===== src/rtl/beam_pkg.sv =====
// rtl/beam_pkg.sv - shared sizes, FSM encoding and read-tag type for the beam summing stage
package beam_pkg;

    localparam int BEAM_NUM_CH    = 8;
    localparam int BEAM_SAMPLES   = 768;
    localparam int BEAM_DATA_W    = 32;
    localparam int BEAM_SUM_W     = 40;
    localparam int BEAM_RD_ADDR_W = 13;
    localparam int BEAM_WR_ADDR_W = 10;
    localparam int BEAM_RD_LAT    = 2;

    typedef enum logic [1:0] {
        ST_IDLE  = 2'd0,
        ST_ISSUE = 2'd1,
        ST_DRAIN = 2'd2,
        ST_DONE  = 2'd3
    } state_t;

    // Travels alongside each output-RAM read so the returning word knows
    // whether it opens or closes a sample and which sample it belongs to.
    typedef struct packed {
        logic                      valid;
        logic                      first;
        logic                      last;
        logic [BEAM_WR_ADDR_W-1:0] t;
    } tag_t;

endpackage


===== src/rtl/read_tag_pipe.sv =====
// rtl/read_tag_pipe.sv - fixed-depth shift pipe that delays read tags to match RAM latency
module read_tag_pipe
    import beam_pkg::*;
#(
    parameter int DEPTH = 2
) (
    input  logic i_clk,
    input  logic i_clear,
    input  tag_t i_tag,
    output tag_t o_tag
);

    tag_t r_stage [DEPTH];

    // Advance one stage per cycle; clear discards every in-flight tag
    always_ff @(posedge i_clk) begin
        if (i_clear) begin
            for (int i = 0; i < DEPTH; i++) r_stage[i] <= '0;
        end else begin
            r_stage[0] <= i_tag;
            for (int i = 1; i < DEPTH; i++) r_stage[i] <= r_stage[i-1];
        end
    end

    assign o_tag = r_stage[DEPTH-1];

endmodule


===== src/rtl/beam_sum_sequencer.sv =====
// rtl/beam_sum_sequencer.sv - streams output-RAM reads, sums channels per sample, writes sum RAM
module beam_sum_sequencer
    import beam_pkg::*;
#(
    parameter int NUM_CH    = BEAM_NUM_CH,
    parameter int SAMPLES   = BEAM_SAMPLES,
    parameter int DATA_W    = BEAM_DATA_W,
    parameter int SUM_W     = BEAM_SUM_W,
    parameter int RD_ADDR_W = BEAM_RD_ADDR_W,
    parameter int WR_ADDR_W = BEAM_WR_ADDR_W,
    parameter int RD_LAT    = BEAM_RD_LAT
) (
    input  logic                 clk,
    input  logic                 reset,
    input  logic                 start,
    output logic                 busy,
    output logic                 done,
    output logic                 out_rd_en,
    output logic [RD_ADDR_W-1:0] out_rd_addr,
    input  logic [DATA_W-1:0]    out_rd_data,
    output logic                 sum_wr_en,
    output logic [WR_ADDR_W-1:0] sum_wr_addr,
    output logic [SUM_W-1:0]     sum_wr_data
);

    localparam int CH_W = (NUM_CH > 1) ? $clog2(NUM_CH) : 1;
    localparam int DR_W = $clog2(RD_LAT + 2);

    localparam logic [CH_W-1:0]      LAST_CH   = CH_W'(NUM_CH - 1);
    localparam logic [WR_ADDR_W-1:0] LAST_T    = WR_ADDR_W'(SAMPLES - 1);
    localparam logic [RD_ADDR_W-1:0] CH_STRIDE = RD_ADDR_W'(SAMPLES);
    localparam logic [DR_W-1:0]      DRAIN_END = DR_W'(RD_LAT);

    state_t               r_state;
    state_t               w_state_nxt;
    logic [WR_ADDR_W-1:0] r_t;
    logic [CH_W-1:0]      r_s;
    logic [RD_ADDR_W-1:0] r_ch_base;
    logic [DR_W-1:0]      r_drain_cnt;
    logic [SUM_W-1:0]     r_acc;

    logic                 w_last_ch;
    logic                 w_last_read;
    tag_t                 w_tag_in;
    tag_t                 w_tag_out;
    logic [SUM_W-1:0]     w_word;
    logic [SUM_W-1:0]     w_sum;

    assign w_last_ch   = (r_s == LAST_CH);
    assign w_last_read = w_last_ch && (r_t == LAST_T);

    // FSM state register
    always_ff @(posedge clk) begin
        if (reset) r_state <= ST_IDLE;
        else       r_state <= w_state_nxt;
    end

    // Next state plus run-status and read-port outputs, all decoded from the current state
    always_comb begin
        w_state_nxt = r_state;
        busy        = 1'b0;
        done        = 1'b0;
        out_rd_en   = 1'b0;
        out_rd_addr = '0;
        case (r_state)
            ST_IDLE: begin
                if (start) w_state_nxt = ST_ISSUE;
            end
            ST_ISSUE: begin
                busy        = 1'b1;
                out_rd_en   = 1'b1;
                out_rd_addr = r_ch_base + RD_ADDR_W'(r_t);
                if (w_last_read) w_state_nxt = ST_DRAIN;
            end
            ST_DRAIN: begin
                busy = 1'b1;
                if (r_drain_cnt == DRAIN_END) w_state_nxt = ST_DONE;
            end
            ST_DONE: begin
                done        = 1'b1;
                w_state_nxt = ST_IDLE;
            end
            default: w_state_nxt = ST_IDLE;
        endcase
    end

    // Walk channels fastest within each sample; the channel base steps by SAMPLES
    always_ff @(posedge clk) begin
        if (reset) begin
            r_t         <= '0;
            r_s         <= '0;
            r_ch_base   <= '0;
            r_drain_cnt <= '0;
        end else begin
            case (r_state)
                ST_IDLE: begin
                    if (start) begin
                        r_t       <= '0;
                        r_s       <= '0;
                        r_ch_base <= '0;
                    end
                end
                ST_ISSUE: begin
                    r_drain_cnt <= '0;
                    if (w_last_ch) begin
                        r_s       <= '0;
                        r_ch_base <= '0;
                        r_t       <= r_t + WR_ADDR_W'(1);
                    end else begin
                        r_s       <= r_s + CH_W'(1);
                        r_ch_base <= r_ch_base + CH_STRIDE;
                    end
                end
                ST_DRAIN: r_drain_cnt <= r_drain_cnt + DR_W'(1);
                default: ;
            endcase
        end
    end

    // Tag for the read issued this cycle; an empty tag when no read goes out
    always_comb begin
        w_tag_in = '0;
        if (r_state == ST_ISSUE) begin
            w_tag_in.valid = 1'b1;
            w_tag_in.first = (r_s == '0);
            w_tag_in.last  = w_last_ch;
            w_tag_in.t     = BEAM_WR_ADDR_W'(r_t);
        end
    end

    read_tag_pipe #(
        .DEPTH (RD_LAT)
    ) u_tag_pipe (
        .i_clk   (clk),
        .i_clear (reset),
        .i_tag   (w_tag_in),
        .o_tag   (w_tag_out)
    );

    assign w_word = SUM_W'(out_rd_data);
    assign w_sum  = w_tag_out.first ? w_word : (r_acc + w_word);

    // Fold each returning word into the running sum; the sample's last word emits the write
    always_ff @(posedge clk) begin
        if (reset) begin
            r_acc       <= '0;
            sum_wr_en   <= 1'b0;
            sum_wr_addr <= '0;
            sum_wr_data <= '0;
        end else begin
            sum_wr_en <= 1'b0;
            if (w_tag_out.valid) begin
                r_acc <= w_sum;
                if (w_tag_out.last) begin
                    sum_wr_en   <= 1'b1;
                    sum_wr_addr <= WR_ADDR_W'(w_tag_out.t);
                    sum_wr_data <= w_sum;
                end
            end
        end
    end

endmodule


===== config.mk =====
export PLATFORM = sky130hd
export DESIGN_NAME = beam_sum_sequencer
export DESIGN_NICKNAME = d
export VERILOG_FILES = /design/src/rtl/beam_pkg.sv /design/src/rtl/read_tag_pipe.sv /design/src/rtl/beam_sum_sequencer.sv
export SDC_FILE = /design/constraint.sdc
export NUM_CORES = 1
export LEC_CHECK = 0
export ABC_CLOCK_PERIOD_IN_PS = 3700
export CORE_MARGIN = 4
export CORE_UTILIZATION = 25
export DETAILED_ROUTE_END_ITERATION = 7
export GPL_TIMING_DRIVEN = 0
export PLACE_DENSITY = 0.4
export SYNTH_ARGS = -nofsm -noshare
export SYNTH_HDL_FRONTEND = slang
export SYNTH_SLANG_ARGS = --single-unit

===== constraint.sdc =====
create_clock -name clk -period 3.7 [get_ports clk]
set_clock_uncertainty 0.2 [all_clocks]
set_input_delay 0.555 -clock clk [delete_from_list [all_inputs] [get_ports clk]]
set_output_delay 0.555 -clock clk [all_outputs]
set_load 0.05 [all_outputs]

==> notes.md <==
impl run done, here's what came out: Die X-Extent 182 um, min cycle time layout 3510 ps, clock network power share 36.6%, Tot GR Track Use 15.6%, total area of sequential cells 2780 um2, post-synthesis compound-gate area fraction 23.3%, crit path DRT 3830 ps, RR Startpoint r_acc[0], area fraction in mux cells 3.30%, Warnings, synthesis 0, Tool Warnings 30, critical path arrival 3640 ps, DRT Pass-1 Iters 5, highest-power group clock, EDFF count, synth 0, vias per cell 4.87, Area after DPL 9110 um2, Die Size 33,300 um2, Worst Setup Path Type in2reg, DRT antenna net count 0, P_int 2.99 mW, Routed WL 26.2 mm, CP startpoint kind input pin, Max Cap Viol 0, placed cell count 1,404, period utilization 94.8%, clock network power 1.75 mW, Worst Path Max Fanout 5, GPL Wtd Cong 0.827, ys flop type dfxtp_1, Post-Syn Area per Cell 8.33 um2, first-pass GRT wire length 40.7 mm, worst hold path depth 2, Post-route DRC 0, IO Port Bufs 101, Crit. End Element flop, Setup WS post-layout 192 ps, Yosys top cell by area dfxtp_1, final hold slack 228 ps, CP max stage delay 490 ps, Post-synth seq share 36.6%, vias in the first global route 6,984, Dominant cell area share 36.6%, worst vdd ir 0.335 mV, status finished, final reports clean, combinational gate power 1.36 mW, Setup crit start out_rd_data[0], most used cell along the critical path a21oi_1, seq pwr 1.67 mW, Reg power frac 34.9%, RSZ-0062 raised after global routing false, Clock Sink Count 139, top cells by area dfxtp_1 37%, ha_1 7.2%, nor2_1 4.8%, a21oi_1 4.3%, a211oi_1 4.1%, layout cells sized above 1 6.50%, worst reg-to-reg path cell count 11, worst setup path end r_acc[28], Post-DP HPWL 19.6 mm, hold path startpoint u_tag_pipe.r_stage[0][14], CTS Root Cell clkbuf_16, # setup viols final 0, final core utilization 32.7%, YS chip area 7610 um2, switching power share of the total 37.6%, XOR-XNOR Cells, Area Fraction 3.68%
-- timing repair --
action | 4_1_cts | 5_1_grt
setup endpoints to repair | 1 | 15
gates resized | 1 | 5
setup buffers | 0 | 0
hold buffers | 0 | 0
-- cell type report --
type | count | share of cell area [%]
multi-input cells | 693 | 46.3
clock buffers | 17 | 4.37
flip-flops and latches | 139 | 28.6
plain buffers | 55 | 2.43
well taps | 390 | 5.01
repair buffers | 101 | 10.4
clock inverters | 15 | 1.99
inverters | 26 | 1.00
-- state kept, by name, indices dropped and copies added, names as in the netlist --
name / cells
sum_wr_addr: 10
r_drain_cnt: 2
r_s: 3
sum_wr_data: 40
r_t: 10
u_tag_pipe.r_stage: 26
sum_wr_en: 1
r_acc: 40
r_state: 2
r_ch_base: 5
-- placed cells by master (no fill, tap or decap), drive strengths merged, types with 18 or more instances in the layout --
cell type / netlist / routed
clkdlybuf4s50: 0 / 101
dfxtp: 139 / 139
a211oi: 42 / 42
a21oi: 68 / 68
nor2b: 20 / 20
nand3: 34 / 34
o21ai: 47 / 47
inv: 25 / 29
a21o: 18 / 18
nor3: 22 / 22
nand2: 74 / 74
ha: 44 / 44
mux2i: 24 / 24
clkbuf: 43 / 60
and2: 28 / 28
nor2: 100 / 100
-- routing by layer --
layer / vias up / track usage (%) / wire length (um)
met5: - / 0 / 0
met4: 0 / 4.02 / 425
met3: 26 / 2.89 / 1020
met2: 142 / 26.1 / 12300
met1: 3288 / 20.7 / 12500
li1: 3541 / - / -
-- worst max-delay path, delay by kind of cell --
| family | cells | cell delay (ps) |
|---|---|---|
| AOI/OAI and AO/OA | 5 | 1220 |
| adders and majority gates | 2 | 590 |
| buffers and inverters | 2 | 550 |
| and+or+nand+nor | 2 | 410 |
| muxes | 1 | 320 |
**Port wiring**

Bar = 50 um.
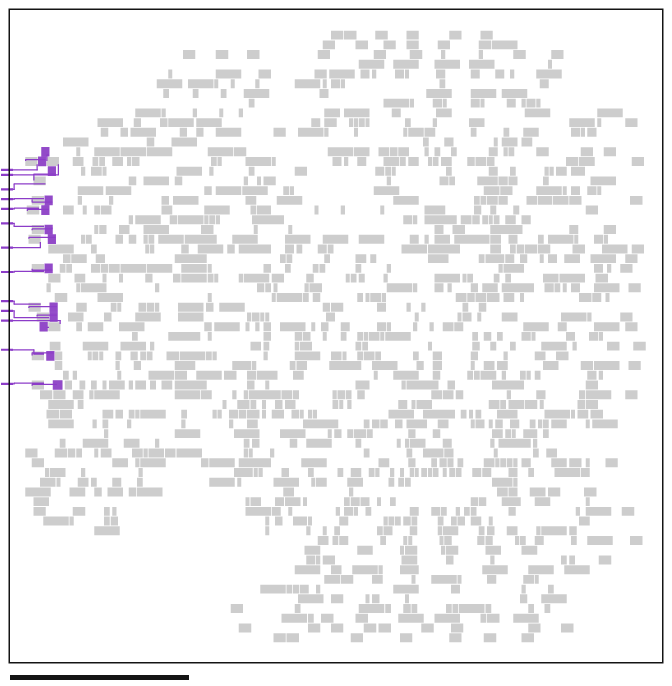
- purple: `out_rd_addr` (bits 13; direction output; edge left; end cells 13; buffers 13; wire 212 um)

**Wiring heat map**

36 x 36 tiles, from dark blue (low) to red (high), scaled to the fullest tile. Values are wire area over tile area, all layers added.
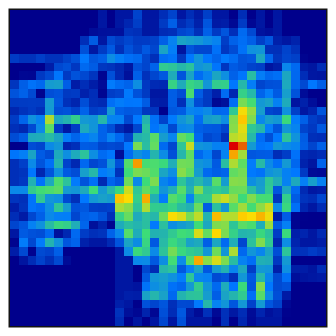
- densest ninth of the die: middle
- tiles over half the peak: 8.8%
- emptiest ninth of the die: bottom left
- mean over tiles: 0.12
- fullest tile: 0.57
- nearly empty tiles: 19%

**Cells coloured by class**

Fill, decap, tap and diode cells in grey.
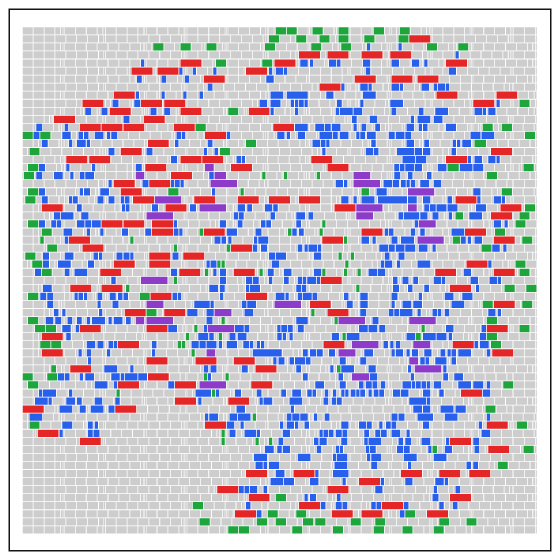
- red: flip-flops (cells 139)
- green: other buffers and delay cells (cells 156)
- blue: all other logic (cells 719)
- purple: clock drivers and dummy loads (cells 32)

Power is estimated from default activity; no workload was simulated.
